==> run_1/final_placement.png <==
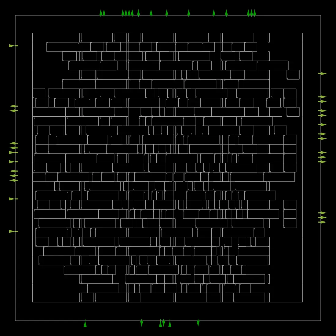
==> run_1/clock_map.png <==
The bar under the picture is 20 µm long.
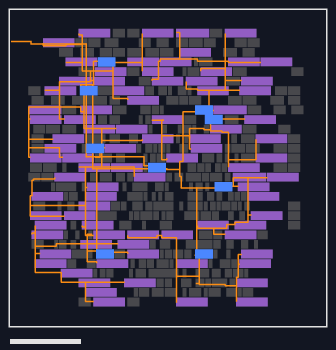
==> run_1/cell_classes.png <==
The bar under the picture is 20 µm long.
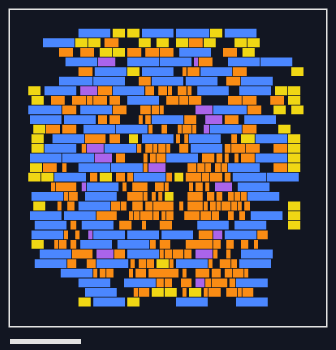
===== src/rtl/pin_pkg.sv =====
// Shared codes for the keypad PIN front end: verifier status, entry states, BCD limits.
// Constants and types only; no logic, no latency, no flow control.
package pin_pkg;

  localparam logic [1:0] ST_LOCKED = 2'd0;
  localparam logic [1:0] ST_OPEN   = 2'd1;
  localparam logic [1:0] ST_ADJUST = 2'd2;

  localparam logic [0:0] ENTRY = 1'b0;
  localparam logic [0:0] PULSE = 1'b1;

  localparam logic [3:0] DIGIT_MAX  = 4'd9;
  localparam int         NUM_DIGITS = 4;

  // One bit per keypad button, in the order the debouncer vector is packed.
  typedef struct packed {
    logic r;
    logic c;
    logic d;
    logic u;
  } btn_t;

  function automatic logic [3:0] bcd_inc(input logic [3:0] d);
    return (d == DIGIT_MAX) ? 4'd0 : d + 4'd1;
  endfunction

  function automatic logic [3:0] bcd_dec(input logic [3:0] d);
    return (d == 4'd0) ? DIGIT_MAX : d - 4'd1;
  endfunction

endpackage


===== src/rtl/btn_debounce.sv =====
// Raw button to debounced level plus a one-cycle rise pulse.
// Pulse appears DEBOUNCE_LEN+1 edges after the first high sample; no backpressure.
module btn_debounce
  import pin_pkg::*;
#(
  parameter int DEBOUNCE_LEN = 4
) (
  input  logic clk_i,
  input  logic rst_i,
  input  logic raw_i,
  output logic level_o,
  output logic rise_o
);

  logic [DEBOUNCE_LEN-1:0] samp_q, samp_d;
  logic                    level_q, level_d;
  logic                    rise_q;

  always_comb begin
    samp_d  = {samp_q[DEBOUNCE_LEN-2:0], raw_i};
    level_d = level_q;
    if (&samp_q) begin
      level_d = 1'b1;
    end else if (~|samp_q) begin
      level_d = 1'b0;
    end
  end

  always_ff @(posedge clk_i or posedge rst_i) begin
    if (rst_i) begin
      samp_q  <= '0;
      level_q <= 1'b0;
      rise_q  <= 1'b0;
    end else begin
      samp_q  <= samp_d;
      level_q <= level_d;
      rise_q  <= level_d & ~level_q;
    end
  end

  assign level_o = level_q;
  assign rise_o  = rise_q;

endmodule


===== src/rtl/pin_entry.sv =====
// Keypad front end: debounced U/D/C/R presses build a 4-digit BCD PIN, strobed out with valid_pin.
// Final commit to valid_pin is one cycle; presses are never queued, lower-priority ones are dropped.
module pin_entry
  import pin_pkg::*;
#(
  parameter int          DEBOUNCE_LEN   = 4,
  parameter int          TIMEOUT_CYCLES = 2500,
  parameter logic [15:0] DEFAULT_PIN    = 16'h1234
) (
  input  logic        clk_500Hz,
  input  logic        rst,
  input  logic        btnU,
  input  logic        btnD,
  input  logic        btnC,
  input  logic        btnR,
  input  logic [1:0]  status,
  output logic [15:0] user_pin,
  output logic        valid_pin,
  output logic [15:0] stored_pin,
  output logic [1:0]  digit_idx,
  output logic [3:0]  cur_digit
);

  localparam int             TW      = $clog2(TIMEOUT_CYCLES);
  localparam logic [TW-1:0]  TMO_MAX = TW'(TIMEOUT_CYCLES - 1);

  logic [3:0] btn_raw;
  logic [3:0] btn_rise;
  logic [3:0] btn_lvl_unused;
  btn_t       rise;

  assign btn_raw = {btnR, btnC, btnD, btnU};
  assign rise    = btn_t'(btn_rise);

  for (genvar i = 0; i < 4; i++) begin : g_db
    btn_debounce #(.DEBOUNCE_LEN(DEBOUNCE_LEN)) u_db (
      .clk_i   (clk_500Hz),
      .rst_i   (rst),
      .raw_i   (btn_raw[i]),
      .level_o (btn_lvl_unused[i]),
      .rise_o  (btn_rise[i])
    );
  end

  logic [0:0]    state_q, state_d;
  logic [1:0]    idx_q, idx_d;
  logic [3:0]    cur_q, cur_d;
  logic [11:0]   shift_q, shift_d;
  logic [15:0]   user_q, user_d;
  logic [15:0]   stored_q, stored_d;
  logic [TW-1:0] tmo_q, tmo_d;

  logic live, do_c, do_r, do_u, do_d, accepted;

  // Priority C > R > U/D; U and D together cancel each other.
  always_comb begin
    live     = (state_q == ENTRY) && (status != ST_OPEN);
    do_c     = live & rise.c;
    do_r     = live & ~rise.c & rise.r;
    do_u     = live & ~rise.c & ~rise.r & rise.u & ~rise.d;
    do_d     = live & ~rise.c & ~rise.r & rise.d & ~rise.u;
    accepted = do_c | do_r | do_u | do_d;
  end

  always_comb begin
    state_d  = ENTRY;
    idx_d    = idx_q;
    cur_d    = cur_q;
    shift_d  = shift_q;
    user_d   = user_q;
    stored_d = stored_q;

    if (status == ST_OPEN) begin
      idx_d   = 2'd0;
      cur_d   = 4'd0;
      shift_d = '0;
    end else if (do_c) begin
      cur_d = 4'd0;
      if (idx_q == 2'(NUM_DIGITS - 1)) begin
        user_d = {shift_q, cur_q};
        if (status == ST_ADJUST) begin
          stored_d = {shift_q, cur_q};
        end
        idx_d   = 2'd0;
        shift_d = '0;
        state_d = PULSE;
      end else begin
        shift_d = {shift_q[7:0], cur_q};
        idx_d   = idx_q + 2'd1;
      end
    end else if (do_r) begin
      cur_d = 4'd0;
      if (idx_q != 2'd0) begin
        idx_d   = idx_q - 2'd1;
        shift_d = shift_q >> 4;
      end
    end else if (do_u) begin
      cur_d = bcd_inc(cur_q);
    end else if (do_d) begin
      cur_d = bcd_dec(cur_q);
    end else if ((tmo_q == TMO_MAX) && ((idx_q != 2'd0) || (cur_q != 4'd0))) begin
      idx_d   = 2'd0;
      cur_d   = 4'd0;
      shift_d = '0;
    end

    if (accepted) begin
      tmo_d = '0;
    end else if (tmo_q == TMO_MAX) begin
      tmo_d = tmo_q;
    end else begin
      tmo_d = tmo_q + 1'b1;
    end
  end

  always_ff @(posedge clk_500Hz or posedge rst) begin
    if (rst) begin
      state_q  <= ENTRY;
      idx_q    <= 2'd0;
      cur_q    <= 4'd0;
      shift_q  <= '0;
      user_q   <= 16'h0000;
      stored_q <= DEFAULT_PIN;
      tmo_q    <= '0;
    end else begin
      state_q  <= state_d;
      idx_q    <= idx_d;
      cur_q    <= cur_d;
      shift_q  <= shift_d;
      user_q   <= user_d;
      stored_q <= stored_d;
      tmo_q    <= tmo_d;
    end
  end

  assign user_pin   = user_q;
  assign valid_pin  = (state_q == PULSE);
  assign stored_pin = stored_q;
  assign digit_idx  = idx_q;
  assign cur_digit  = cur_q;

endmodule


===== config.mk =====
export PLATFORM = sky130hd
export DESIGN_NAME = pin_entry
export DESIGN_NICKNAME = d
export VERILOG_FILES = /design/src/rtl/pin_pkg.sv /design/src/rtl/btn_debounce.sv /design/src/rtl/pin_entry.sv
export SDC_FILE = /design/constraint.sdc
export NUM_CORES = 1
export LEC_CHECK = 0
export CAP_MARGIN = 20
export CORE_MARGIN = 5
export CORE_UTILIZATION = 59
export CTS_CLUSTER_DIAMETER = 80
export DETAILED_ROUTE_END_ITERATION = 10
export PLACE_DENSITY = 0.84
export SYNTH_ARGS = -nofsm -noshare
export SYNTH_HDL_FRONTEND = slang
export SYNTH_HIERARCHICAL = 1
export SYNTH_SLANG_ARGS = --single-unit

===== constraint.sdc =====
create_clock -name clk_500Hz -period 5.5 [get_ports clk_500Hz]
set_clock_uncertainty 0.2 [all_clocks]
set_input_delay 1.1 -clock clk_500Hz [delete_from_list [all_inputs] [get_ports clk_500Hz]]
set_output_delay 1.1 -clock clk_500Hz [all_outputs]
set_load 0.1 [all_outputs]

==> impl_metrics.json, run 1 <==
{
  "initialDrtViolationCount": 94,
  "grt_antenna_before_repair": 0,
  "place_inst": 417,
  "dr_wl_met3_um": 344,
  "grt.met2_usage_pct": 30.0,
  "critical_path_start_end_classification": "register to primary output",
  "hp-start": "g_db[1].u_db/samp_q[0]",
  "finalMaxSlewViolations": 0,
  "grt_use_total_pct": 19.7,
  "route.detailed.drc": 0,
  "route.layer.met1.wl_mm": 3.14,
  "placedInstanceArea_mm2": 0.00427,
  "hold_violations": 0,
  "grt_first_pass_wirelength_mm": 11.8,
  "max_cap_violations": 0,
  "n_all_inverters": 10,
  "ys_async_sr_fraction_pct": 100,
  "syn-cell-area_mm2": 0.00373,
  "count_of_library_flops_with_an_enable_pin": 0,
  "power_combinational_w": 0.000166,
  "maxPowerGroup": "sequential cells",
  "yosys_register_bits": 87,
  "ctsResizeCount": 0,
  "globalRoute.totalOverflow": 0,
  "worst-path-max-fanout": 12,
  "status": "finished clean",
  "syn-mean-instance-area_um2": 12.4,
  "placement.setup.worst_slack_ns": 2.16,
  "clock_tree.root_cell": "sky130_fd_sc_hd__clkbuf_8",
  "h-tree-depth": 3,
  "critPathCaptureType": "primary output",
  "port-buffer-count": 46,
  "clock_tree_from_tritoncts": "done"
}
-- final_placement.png (at the start) --
standard-cell row count: 29
core area: 0.00624 mm²
layout filler cell count: 453
Finished Core Util: 71.3%
number of standard cells in the layout, taps in and fillers out: 434

-- clock_map.png (at the start) --
Key: purple = flip-flops [count 87]; orange = clock wires [length 920 µm]; blue = cells driving clock nets [count 9]
Position of the flops: spread over the die.

-- cell_classes.png (at the start) --
Key: blue = flip-flops [cells 87, share of their area 50%]; orange = all other logic [cells 204, share of their area 35%]; yellow = other buffers and delay cells [cells 50, share of their area 11%]; purple = clock drivers and dummy loads [cells 16, share of their area 3.9%]

[run 1: flip-flops by register name, summed over array words and instances (netlist names)]
register and count:
cur_digit 4, digit_idx 2, g_db.u_db/level_o 4, g_db.u_db/rise_o 4, g_db.u_db/samp_q 16, shift_q 12
stored_pin 16, tmo_q 12, user_pin 16, valid_pin 1
[run 1: placed cells by master, fill, tap and decap left out, types with 4 or more instances in the layout]
master and n:
sky130_fd_sc_hd__mux2_2 32, sky130_fd_sc_hd__clkdlybuf4s50_1 46, sky130_fd_sc_hd__dfrtp_1 82, sky130_fd_sc_hd__xor2_1 7
sky130_fd_sc_hd__clkbuf_8 10, sky130_fd_sc_hd__nor2b_1 5, sky130_fd_sc_hd__and3_1 4, sky130_fd_sc_hd__o31ai_1 8
sky130_fd_sc_hd__o21ai_0 10, sky130_fd_sc_hd__nand4_1 5, sky130_fd_sc_hd__nand2b_1 4, sky130_fd_sc_hd__nand3_1 14
sky130_fd_sc_hd__nor3b_1 6, sky130_fd_sc_hd__nor2_1 20, sky130_fd_sc_hd__mux2i_1 9, sky130_fd_sc_hd__a21oi_1 5
sky130_fd_sc_hd__xnor2_1 5, sky130_fd_sc_hd__dfstp_2 5, sky130_fd_sc_hd__nand2_1 24, sky130_fd_sc_hd__a22o_1 4
sky130_fd_sc_hd__ha_1 6, sky130_fd_sc_hd__o41ai_2 4, sky130_fd_sc_hd__inv_1 9
[run 1: worst min path at each step]
stage                                        end  slack [ns]  depth (start not counted)
after detailed placement  g_db[1].u_db/samp_q[2]        0.23                          0
final                     g_db[1].u_db/samp_q[1]        0.25                          0
after CTS                 g_db[1].u_db/samp_q[1]        0.25                          0
after global placement    g_db[2].u_db/samp_q[2]        0.21                          0
after global routing      g_db[2].u_db/samp_q[1]        0.27                          0
after floorplan           g_db[0].u_db/samp_q[2]        0.20                          0
==> run_1/met2.png <==
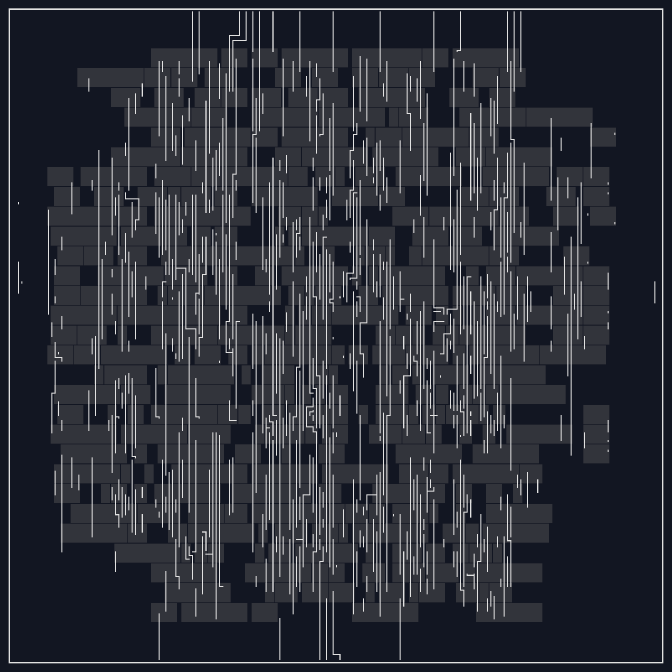

==> run 2: changes to the inputs <==
- CORE_UTILIZATION: 59 -> 55
- PLACE_DENSITY: 0.84 -> 0.79
- clock period: 5.5 -> 3.42 ns (I/O delays scaled with it)
==> run_2/met2.png <==
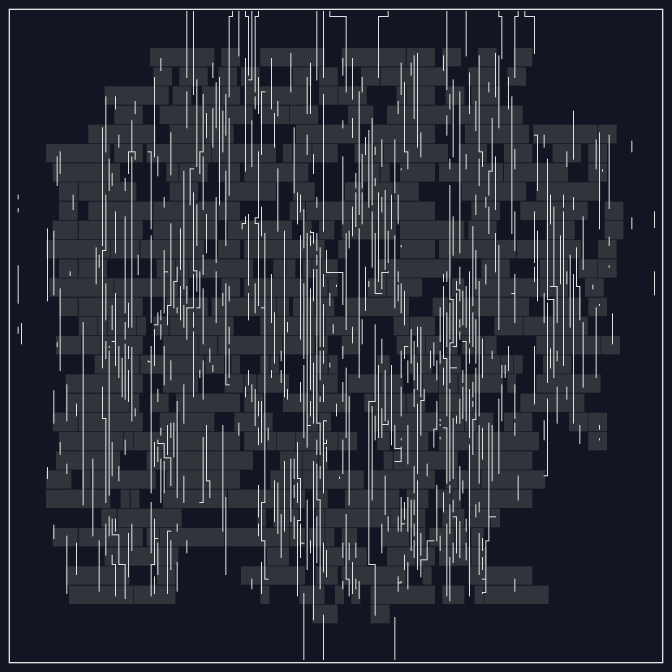
321 nets have wire on it. The longest straight run is 38.1 µm.

==> run_2/cell_classes.png <==
The bar under the picture is 20 µm long.
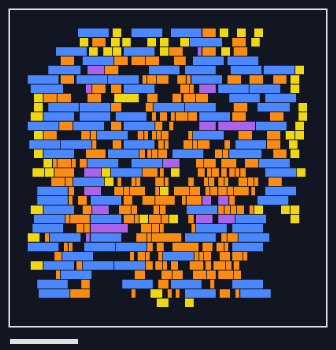
Key: purple = clock drivers and dummy loads [cells 16, share of their area 4.9%]; blue = flip-flops [cells 87, share of their area 51%]; yellow = other buffers and delay cells [cells 52, share of their area 9.7%]; orange = all other logic [cells 204, share of their area 35%]

==> impl_metrics.json, run 2 <==
{
  "ctsResizeCount": 0,
  "critical_path_start_end_classification": "register to register",
  "hold_violations": 0,
  "clock_tree.root_cell": "sky130_fd_sc_hd__clkbuf_8",
  "total_negative_setup_slack_ns": 0,
  "hold_depth": 0,
  "cp_top_family": "simple AND/OR/NAND/NOR gates",
  "status": "finished clean",
  "top_cells_by_count": "82 x sky130_fd_sc_hd__dfrtp_1, 32 x sky130_fd_sc_hd__mux2_2, 24 x sky130_fd_sc_hd__nand2_1",
  "gpl.final_weighted_congestion": 0.787,
  "syn-mean-instance-area_um2": 12.4,
  "hp-start": "g_db[1].u_db/samp_q[1]",
  "critPathCaptureType": "register",
  "core_mm2": 0.00668,
  "grt_antenna_before_repair": 0,
  "h-tree-depth": 3,
  "ys_async_sr_fraction_pct": 100,
  "port-buffer-count": 46,
  "route.detailed.drc": 0,
  "clock_tree_from_tritoncts": "done",
  "capture_endpoint_of_the_worst_hold_path": "g_db[1].u_db/samp_q[2]",
  "placement.setup.worst_slack_ns": 0.661,
  "yosys_register_bits": 87,
  "layout.cells.most_common_list": "82 x sky130_fd_sc_hd__dfrtp_1, 44 x sky130_fd_sc_hd__buf_4, 32 x sky130_fd_sc_hd__mux2_2, 24 x sky130_fd_sc_hd__nand2_1, 20 x sky130_fd_sc_hd__nor2_1",
  "max_cap_violations": 0,
  "count_of_library_flops_with_an_enable_pin": 0,
  "synth.yosys.num_cells": 302,
  "finalMaxSlewViolations": 0,
  "initialDrtViolationCount": 113,
  "globalRoute.totalOverflow": 0,
  "grt_first_pass_wirelength_mm": 11.8
}
==> run_2/gate_families.png <==
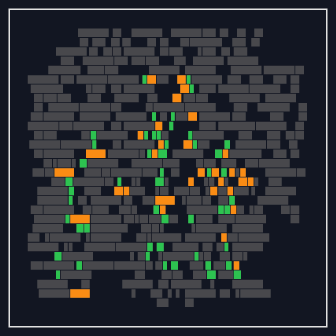
Key: green = NAND gates [cells 50]; orange = inverting AOI/OAI gates [cells 32]
multi-input logic portion of the cell area: 33.2%
number of standard cells in the layout, taps in and fillers out: 439
most numerous logic cell after layout: sky130_fd_sc_hd__dfrtp_1

run 2: cell type report:
type	instances	area [µm²]
fill	509	2260
sequential	87	2180
multi-input combinational	194	1470
timing repair buffer	52	420
clock buffer	11	131
tap	80	100
clock inverter	5	81.3
inverter	10	37.5
run 2: power by group:
group          internal (W)  leakage (nW)  switching, W
clock              0.000414         0.104      0.000346
sequential          0.00108          1.14     0.0000658
combinational      0.000111         0.863      0.000166
run 2: worst max path at each step:
stage,end,cells after the start,startpoint,slack [ns]
floorplan,shift_q[8],8,cur_digit[0],0.50
global placement,shift_q[8],6,status[0],0.72
detailed placement,shift_q[11],6,status[0],0.66
CTS,shift_q[11],7,cur_digit[1],1.00
global route,shift_q[8],6,status[0],0.88
finish,shift_q[11],7,cur_digit[1],1.01
run 2: kinds of logic (layout without fill, tap and decap cells):
logic type	count (synthesis)	in the layout	synth area share, %
XOR/XNOR	12	12	2.82
buffers and inverters	21	78	2.41
flip-flops	87	87	58.5
multiplexers	41	41	12.1
adder cells (fa/ha/maj)	6	6	2.01
AND-OR/OR-AND	37	37	7.61
AND/OR/NAND/NOR	98	98	14.6
run 2: per-stage QoR:
| stage | std cells | cell area [µm²] |
|---|---|---|
| floorplan | 302 | 3730 |
| global placement | 423 | 4210 |
| detailed placement | 423 | 4210 |
| CTS | 439 | 4420 |
| global route | 439 | 4420 |
| finish | 439 | 4420 |
run 2: layer usage:
| metal | vias up | track usage [%] | wire, µm |
|---|---|---|---|
| met4 | 0 | 6.93 | 112 |
| met2 | 50 | 26.3 | 3220 |
| met1 | 1228 | 24.7 | 3310 |
| met5 | - | 0 | 0 |
| met3 | 10 | 3.82 | 317 |
| li1 | 1175 | - | - |
Power is estimated from default activity; no workload was simulated.
